File: src/rtl/regfile_pkg.sv
// Shared constants and write-port arbitration for the multiport register file.
package regfile_pkg;

    localparam int defaultWidth     = 32;
    localparam int defaultAddrWidth = 5;
    localparam int maxRead          = 8;
    localparam int maxWrite         = 4;

    typedef logic [maxWrite-1:0] portMaskT;

    // One-hot mask of the port whose data lands; the highest-indexed hit wins.
    function automatic portMaskT resolveWinner(input portMaskT hitMask);
        portMaskT winMask;
        winMask = '0;
        for (int j = 0; j < maxWrite; j++) begin
            if (hitMask[j]) begin
                winMask = portMaskT'(1) << j;
            end
        end
        return winMask;
    endfunction

endpackage

File: src/rtl/regfile_multiport_if.sv
// Decode/writeback-side bus of the multiport register file (reads, writes, busy claims).
interface regfile_multiport_if
    import regfile_pkg::*;
#(
    parameter int width     = defaultWidth,
    parameter int addrWidth = defaultAddrWidth,
    parameter int nRead     = 2,
    parameter int nWrite    = 1
);

    logic [nRead*addrWidth-1:0]  readAddr;
    logic [nRead*width-1:0]      dOut;
    logic [nRead-1:0]            readBusy;
    logic [nWrite*addrWidth-1:0] writeAddr;
    logic [nWrite*width-1:0]     dIn;
    logic [nWrite-1:0]           we;
    logic [addrWidth-1:0]        claimAddr;
    logic                        claim;

    modport master (
        output readAddr, writeAddr, dIn, we, claimAddr, claim,
        input  dOut, readBusy
    );

    modport slave (
        input  readAddr, writeAddr, dIn, we, claimAddr, claim,
        output dOut, readBusy
    );

endinterface

File: src/rtl/regfile_scoreboard.sv
// Per-register busy bits: set by a claim, cleared by a completing write, looked up per read port.
module regfile_scoreboard
    import regfile_pkg::*;
#(
    parameter int addrWidth = defaultAddrWidth,
    parameter int depth     = 2 ** addrWidth,
    parameter int nRead     = 2,
    parameter int nWrite    = 1,
    parameter int bypass    = 1,
    parameter int readReg   = 0
) (
    input  logic                        clk,
    input  logic                        nReset,
    input  logic [nWrite*addrWidth-1:0] writeAddr,
    input  logic [nWrite-1:0]           we,
    input  logic [addrWidth-1:0]        claimAddr,
    input  logic                        claim,
    input  logic [nRead*addrWidth-1:0]  readAddr,
    output logic [nRead-1:0]            readBusy
);

    logic [depth-1:0] busyReg;
    logic [depth-1:0] busyNext;
    logic [depth-1:0] clearHit;
    logic [nRead-1:0] busyLookup;

    genvar gi;
    for (gi = 0; gi < depth; gi++) begin : g_clear
        portMaskT hitMask;
        portMaskT winMask;
        always_comb begin
            hitMask = '0;
            for (int j = 0; j < nWrite; j++) begin
                hitMask[j] = we[j] && (writeAddr[j*addrWidth +: addrWidth] == addrWidth'(gi));
            end
        end
        assign winMask      = resolveWinner(hitMask);
        assign clearHit[gi] = |winMask;
    end

    // The claim is applied after the clears so a new producer supersedes a completing one.
    always_comb begin
        busyNext = busyReg & ~clearHit;
        if (claim && (claimAddr != '0) && (32'(claimAddr) < depth)) begin
            busyNext[claimAddr] = 1'b1;
        end
        busyNext[0] = 1'b0;
        if (!nReset) begin
            busyNext = '0;
        end
    end

    always_ff @(posedge clk) begin
        if (!nReset) begin
            busyReg <= '0;
        end else begin
            busyReg <= busyNext;
        end
    end

    for (gi = 0; gi < nRead; gi++) begin : g_read
        logic [addrWidth-1:0] addr;
        logic                 lookup;
        assign addr = readAddr[gi*addrWidth +: addrWidth];
        always_comb begin
            lookup = 1'b0;
            if (32'(addr) < depth) begin
                lookup = (bypass != 0) ? busyNext[addr] : busyReg[addr];
            end
        end
        assign busyLookup[gi] = lookup;
    end

    if (readReg != 0) begin : g_regOut
        logic [nRead-1:0] readBusyReg;
        always_ff @(posedge clk) begin
            if (!nReset) begin
                readBusyReg <= '0;
            end else begin
                readBusyReg <= busyLookup;
            end
        end
        assign readBusy = readBusyReg;
    end else begin : g_combOut
        assign readBusy = busyLookup;
    end

endmodule

File: src/rtl/regfile_multiport.sv
// Multi-read, multi-write register file with optional forwarding, registered reads
// and a busy scoreboard for multicycle / out-of-order writeback.
module regfile_multiport
    import regfile_pkg::*;
#(
    parameter int width     = defaultWidth,
    parameter int addrWidth = defaultAddrWidth,
    parameter int depth     = 2 ** addrWidth,
    parameter int nRead     = 2,
    parameter int nWrite    = 1,
    parameter int bypass    = 1,
    parameter int readReg   = 0
) (
    input logic                clk,
    input logic                nReset,
    regfile_multiport_if.slave bus
);

    if (width < 1) begin : g_badWidth
        $error("regfile_multiport: width %0d must be at least 1", width);
    end
    if (addrWidth < 1 || addrWidth > 31) begin : g_badAddrWidth
        $error("regfile_multiport: addrWidth %0d out of range 1..31", addrWidth);
    end
    if (depth < 1 || depth > 2 ** addrWidth) begin : g_badDepth
        $error("regfile_multiport: depth %0d out of range 1..%0d", depth, 2 ** addrWidth);
    end
    if (nRead < 1 || nRead > maxRead) begin : g_badRead
        $error("regfile_multiport: nRead %0d out of range 1..%0d", nRead, maxRead);
    end
    if (nWrite < 1 || nWrite > maxWrite) begin : g_badWrite
        $error("regfile_multiport: nWrite %0d out of range 1..%0d", nWrite, maxWrite);
    end
    if (bypass < 0 || bypass > 1) begin : g_badBypass
        $error("regfile_multiport: bypass %0d must be 0 or 1", bypass);
    end
    if (readReg < 0 || readReg > 1) begin : g_badReadReg
        $error("regfile_multiport: readReg %0d must be 0 or 1", readReg);
    end

    logic [nWrite-1:0]      weLive;
    portMaskT               weArr;
    logic [addrWidth-1:0]   writeAddrArr [maxWrite];
    logic [width-1:0]       dInArr [maxWrite];
    logic [width-1:0]       regs [depth];
    portMaskT               regWin [depth];
    logic [nRead*width-1:0] readLookup;

    // A write presented in a reset cycle neither lands nor forwards.
    assign weLive = bus.we & {nWrite{nReset}};

    genvar gi;
    for (gi = 0; gi < maxWrite; gi++) begin : g_wport
        if (gi < nWrite) begin : g_used
            assign weArr[gi]        = weLive[gi];
            assign writeAddrArr[gi] = bus.writeAddr[gi*addrWidth +: addrWidth];
            assign dInArr[gi]       = bus.dIn[gi*width +: width];
        end else begin : g_pad
            assign weArr[gi]        = 1'b0;
            assign writeAddrArr[gi] = '0;
            assign dInArr[gi]       = '0;
        end
    end

    for (gi = 0; gi < depth; gi++) begin : g_reg
        portMaskT hitMask;
        always_comb begin
            hitMask = '0;
            for (int j = 0; j < maxWrite; j++) begin
                hitMask[j] = weArr[j] && (gi != 0) && (writeAddrArr[j] == addrWidth'(gi));
            end
        end
        assign regWin[gi] = resolveWinner(hitMask);
    end

    always_ff @(posedge clk) begin
        if (!nReset) begin
            for (int r = 0; r < depth; r++) begin
                regs[r] <= '0;
            end
        end else begin
            for (int r = 0; r < depth; r++) begin
                for (int j = 0; j < maxWrite; j++) begin
                    if (regWin[r][j]) begin
                        regs[r] <= dInArr[j];
                    end
                end
            end
        end
    end

    for (gi = 0; gi < nRead; gi++) begin : g_read
        logic [addrWidth-1:0] addr;
        logic                 addrLive;
        portMaskT             hitMask;
        portMaskT             winMask;
        logic [width-1:0]     lookupData;

        assign addr     = bus.readAddr[gi*addrWidth +: addrWidth];
        assign addrLive = (addr != '0) && (32'(addr) < depth);

        always_comb begin
            hitMask = '0;
            for (int j = 0; j < maxWrite; j++) begin
                hitMask[j] = weArr[j] && (writeAddrArr[j] == addr);
            end
        end
        assign winMask = resolveWinner(hitMask);

        always_comb begin
            lookupData = regs[addr];
            if (bypass != 0) begin
                for (int j = 0; j < maxWrite; j++) begin
                    if (winMask[j]) begin
                        lookupData = dInArr[j];
                    end
                end
            end
            if (!addrLive) begin
                lookupData = '0;
            end
        end
        assign readLookup[gi*width +: width] = lookupData;
    end

    // Registering the forwarded lookup gives post-edge data; the plain lookup gives pre-edge data.
    if (readReg != 0) begin : g_regOut
        logic [nRead*width-1:0] dOutReg;
        always_ff @(posedge clk) begin
            if (!nReset) begin
                dOutReg <= '0;
            end else begin
                dOutReg <= readLookup;
            end
        end
        assign bus.dOut = dOutReg;
    end else begin : g_combOut
        assign bus.dOut = readLookup;
    end

    regfile_scoreboard #(
        .addrWidth (addrWidth),
        .depth     (depth),
        .nRead     (nRead),
        .nWrite    (nWrite),
        .bypass    (bypass),
        .readReg   (readReg)
    ) scoreboard (
        .clk       (clk),
        .nReset    (nReset),
        .writeAddr (bus.writeAddr),
        .we        (weLive),
        .claimAddr (bus.claimAddr),
        .claim     (bus.claim),
        .readAddr  (bus.readAddr),
        .readBusy  (bus.readBusy)
    );

endmodule

File: src/flat_wrapper.sv
// flat-port wrapper written by rule: the top's interface ports become plain ports
module regfile_multiport_flat import regfile_pkg::*;
#(
    parameter int width     = defaultWidth,
    parameter int addrWidth = defaultAddrWidth,
    parameter int depth     = 2 ** addrWidth,
    parameter int nRead     = 2,
    parameter int nWrite    = 1,
    parameter int bypass    = 1,
    parameter int readReg   = 0
)
  (clk, nReset, bus_readAddr, bus_writeAddr, bus_dIn, bus_we, bus_claimAddr, bus_claim, bus_dOut, bus_readBusy);
  regfile_multiport_if #(.width(width), .addrWidth(addrWidth), .nRead(nRead), .nWrite(nWrite)) bus_i ();
  input logic clk;
  input logic nReset;
  input wire logic [$bits(bus_i.readAddr)-1:0] bus_readAddr;
  input wire logic [$bits(bus_i.writeAddr)-1:0] bus_writeAddr;
  input wire logic [$bits(bus_i.dIn)-1:0] bus_dIn;
  input wire logic [$bits(bus_i.we)-1:0] bus_we;
  input wire logic [$bits(bus_i.claimAddr)-1:0] bus_claimAddr;
  input wire logic [$bits(bus_i.claim)-1:0] bus_claim;
  output wire logic [$bits(bus_i.dOut)-1:0] bus_dOut;
  output wire logic [$bits(bus_i.readBusy)-1:0] bus_readBusy;
  assign bus_i.readAddr = bus_readAddr;
  assign bus_i.writeAddr = bus_writeAddr;
  assign bus_i.dIn = bus_dIn;
  assign bus_i.we = bus_we;
  assign bus_i.claimAddr = bus_claimAddr;
  assign bus_i.claim = bus_claim;
  assign bus_dOut = bus_i.dOut;
  assign bus_readBusy = bus_i.readBusy;
  regfile_multiport #(.width(width), .addrWidth(addrWidth), .depth(depth), .nRead(nRead), .nWrite(nWrite), .bypass(bypass), .readReg(readReg)) u_core (.clk(clk), .nReset(nReset), .bus(bus_i));
endmodule
File: config.mk
export PLATFORM = sky130hd
export DESIGN_NAME = regfile_multiport_flat
export DESIGN_NICKNAME = d
export VERILOG_FILES = /design/src/rtl/regfile_pkg.sv /design/src/rtl/regfile_multiport_if.sv /design/src/rtl/regfile_scoreboard.sv /design/src/rtl/regfile_multiport.sv /design/src/flat_wrapper.sv
export SDC_FILE = /design/constraint.sdc
export NUM_CORES = 2
export LEC_CHECK = 0
export ABC_AREA = 1
export CORE_ASPECT_RATIO = 1.5
export CORE_UTILIZATION = 42
export CTS_CLUSTER_DIAMETER = 30
export DETAILED_ROUTE_END_ITERATION = 6
export PLACE_DENSITY_LB_ADDON = 0.15
export SETUP_SLACK_MARGIN = 0.2
export SKIP_CTS_REPAIR_TIMING = 1
export SLEW_MARGIN = 20
export SYNTH_ARGS = -nofsm -noshare
export SYNTH_HDL_FRONTEND = slang
export SYNTH_HIERARCHICAL = 1
export SYNTH_SLANG_ARGS = --single-unit
File: constraint.sdc
create_clock -name clk -period 4.6 [get_ports clk]
set_input_delay 1.38 -clock clk [delete_from_list [all_inputs] [get_ports clk]]
set_output_delay 1.38 -clock clk [all_outputs]
set_load 0.01 [all_outputs]
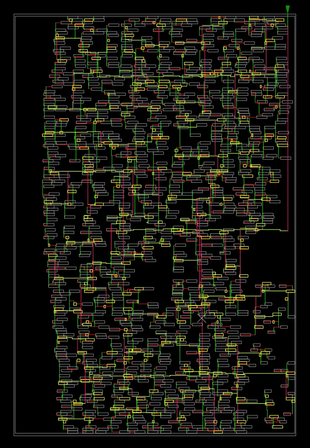
(the clock network)
Sink Count: 1023
worst skew pair latency: 0.78 ns
TritonCTS buffer count: 178
clk_buf instances: 197

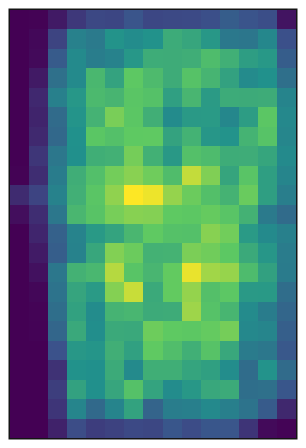
(signal metal coverage by tile)
15 x 22 tiles, from dark purple (low) to yellow (high), scaled to the fullest tile. Values are wire area over tile area, all layers added.
nearly empty tiles: 9.1%
densest ninth of the die: center
fullest tile: 0.75
emptiest ninth of the die: lower left
tiles over half the peak: 53%
mean over tiles: 0.36

==> run summary <==
status: finished, violations left
failing checks: design-rule violations, negative setup slack
routability cong.: 0.962
startpoint types: input pin
Dominant cell area share: 53.4%
Syn Inst Count: 6902
Post-synth EDFFs: 992
final wirelength: 268000 um
Top logic family: simple AND/OR/NAND/NOR gates
FA/HA/MAJ Cells, Area Fraction: 0%
Yosys top cell by instances: nand2_1
Crit. End Element: output pin
Tool Warnings: 28
Crit Path Max Fanout: 8
die area: 0.134 mm^2
YS chip area: 0.0558 mm^2
max incr delay on CP: 0.22 ns
Synth warnings: 6
Fillers: 11714
first-pass GRT wire length: 359000 um
Top FF cell, synth: edfxtp_1
initial antenna violation count: 10
number of global-route vias before repair: 51586
cell family with most CP delay: buffers and inverters
max-slew violations: 0
Clk Tree Root Cell: clkbuf_16
Routed met3 length: 35800 um
yosys cell count: 6902
DRC violations left: 1
pwr dens: 398 mW/mm^2
Yosys top cell by area: edfxtp_1
minimum clock period: 4.68 ns
Final Setup Violations: 22
WP buf/inv: 8
CP required: 3.22 ns
Worst Path Arrival: 3.30 ns
Die Span Y: 448 um
total grt overflow: 0
IO Pins: 122
TritonCTS clock tree: built
Synth flops: 1023
GR Util met1: 46.1%
Tot GR Track Use: 37.3%
simple share: 27.6%
H-tree Lvls: 4
Avg Vias per Cell: 6.02
leakage: 31.1 nW
Final Worst Setup Slack: -0.0782 ns
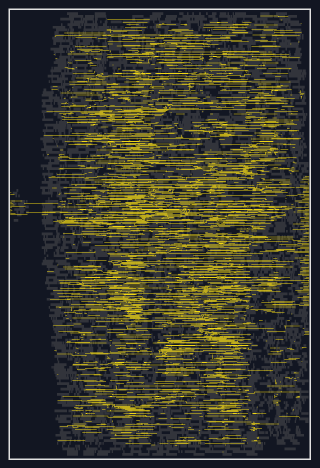
(the metal 3 layer)
Scale: 1 px per um.
main direction: horizontal
wire length on this layer: 35.8 mm
nets with wire on the layer: 1039

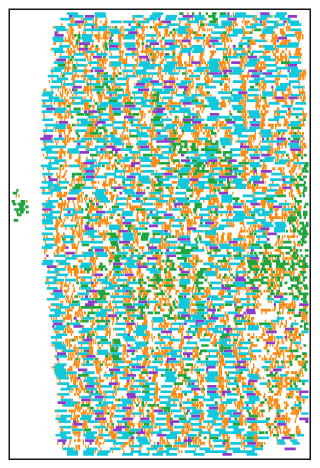
(cell classes on the final placement)
Scale: 1 px per um.
[orange] combinational and other logic | cells: 5371
[purple] clock drivers and dummy loads | cells: 331
[green] other buffers and delay cells | cells: 903
[cyan] flops | cells: 1023
final instance area: 0.0733 mm^2
fin util: 55.7%
Core ar.: 0.132 mm^2
# rows: 163
flop share of the area: 41.5%

through the flow:
| stage | worst slack (ns) | setup TNS, ns | area, um^2 |
|---|---|---|---|
| 3_3_place_gp | -0.831 | -39.83 | 63700 |
| 4_1_cts | -0.838 | -41.07 | 69800 |
| 5_1_grt | -0.103 | -1.80 | 73300 |
| 2_1_floorplan | 0.334 | 0 | 55800 |
| 3_5_place_dp | -0.835 | -40.35 | 63700 |
| 6_report | -0.0782 | -0.686 | 73300 |
layout make-up:
cell class                 count  share of cell area, %
sequential                  1023                   41.5
multi-input combinational   4816                   30.6
timing repair buffer         903                   13.7
clock buffer                 197                   6.37
tap                         1732                   2.95
inverter                     552                   2.94
clock inverter               134                   1.90
timing repair inverter         3                 0.0529
antenna                        4                 0.0136
final timing paths:
path                            depth (start not counted)                             to  slack [ns]                          start
worst min register to register                          2   u_core/scoreboard/busyReg[8]        0.47   u_core/scoreboard/busyReg[8]
worst max register to register                          4  u_core/scoreboard/busyReg[12]        3.78  u_core/scoreboard/busyReg[12]
worst max-delay path                                   15                   bus_dOut[32]       -0.08                bus_readAddr[5]
worst min-delay path                                    2   u_core/scoreboard/busyReg[8]        0.47   u_core/scoreboard/busyReg[8]
flip-flops by register name (all words and copies together) (netlist names):
register	cells
u_core/regs	992
u_core/scoreboard/busyReg	31
worst register-to-register path, delay by kind of cell, from the launching register on:
kind | cells | cell delay [ns]
AOI/OAI and AO/OA | 1 | 0.11
and+or+nand+nor | 1 | 0.06
DFF | 1 | 0.33
buffers and inverters | 2 | 0.24
report_power, final:
part	total (W)	internal, W	leakage [nW]	switching (W)
logic	0.00453	0.00154	18.4	0.00299
registers	0.0112	0.0109	9.75	0.000275
clock network	0.0135	0.00849	2.91	0.00501
total	0.0292	0.0209	31.1	0.00827
Power is estimated from default activity; no workload was simulated.
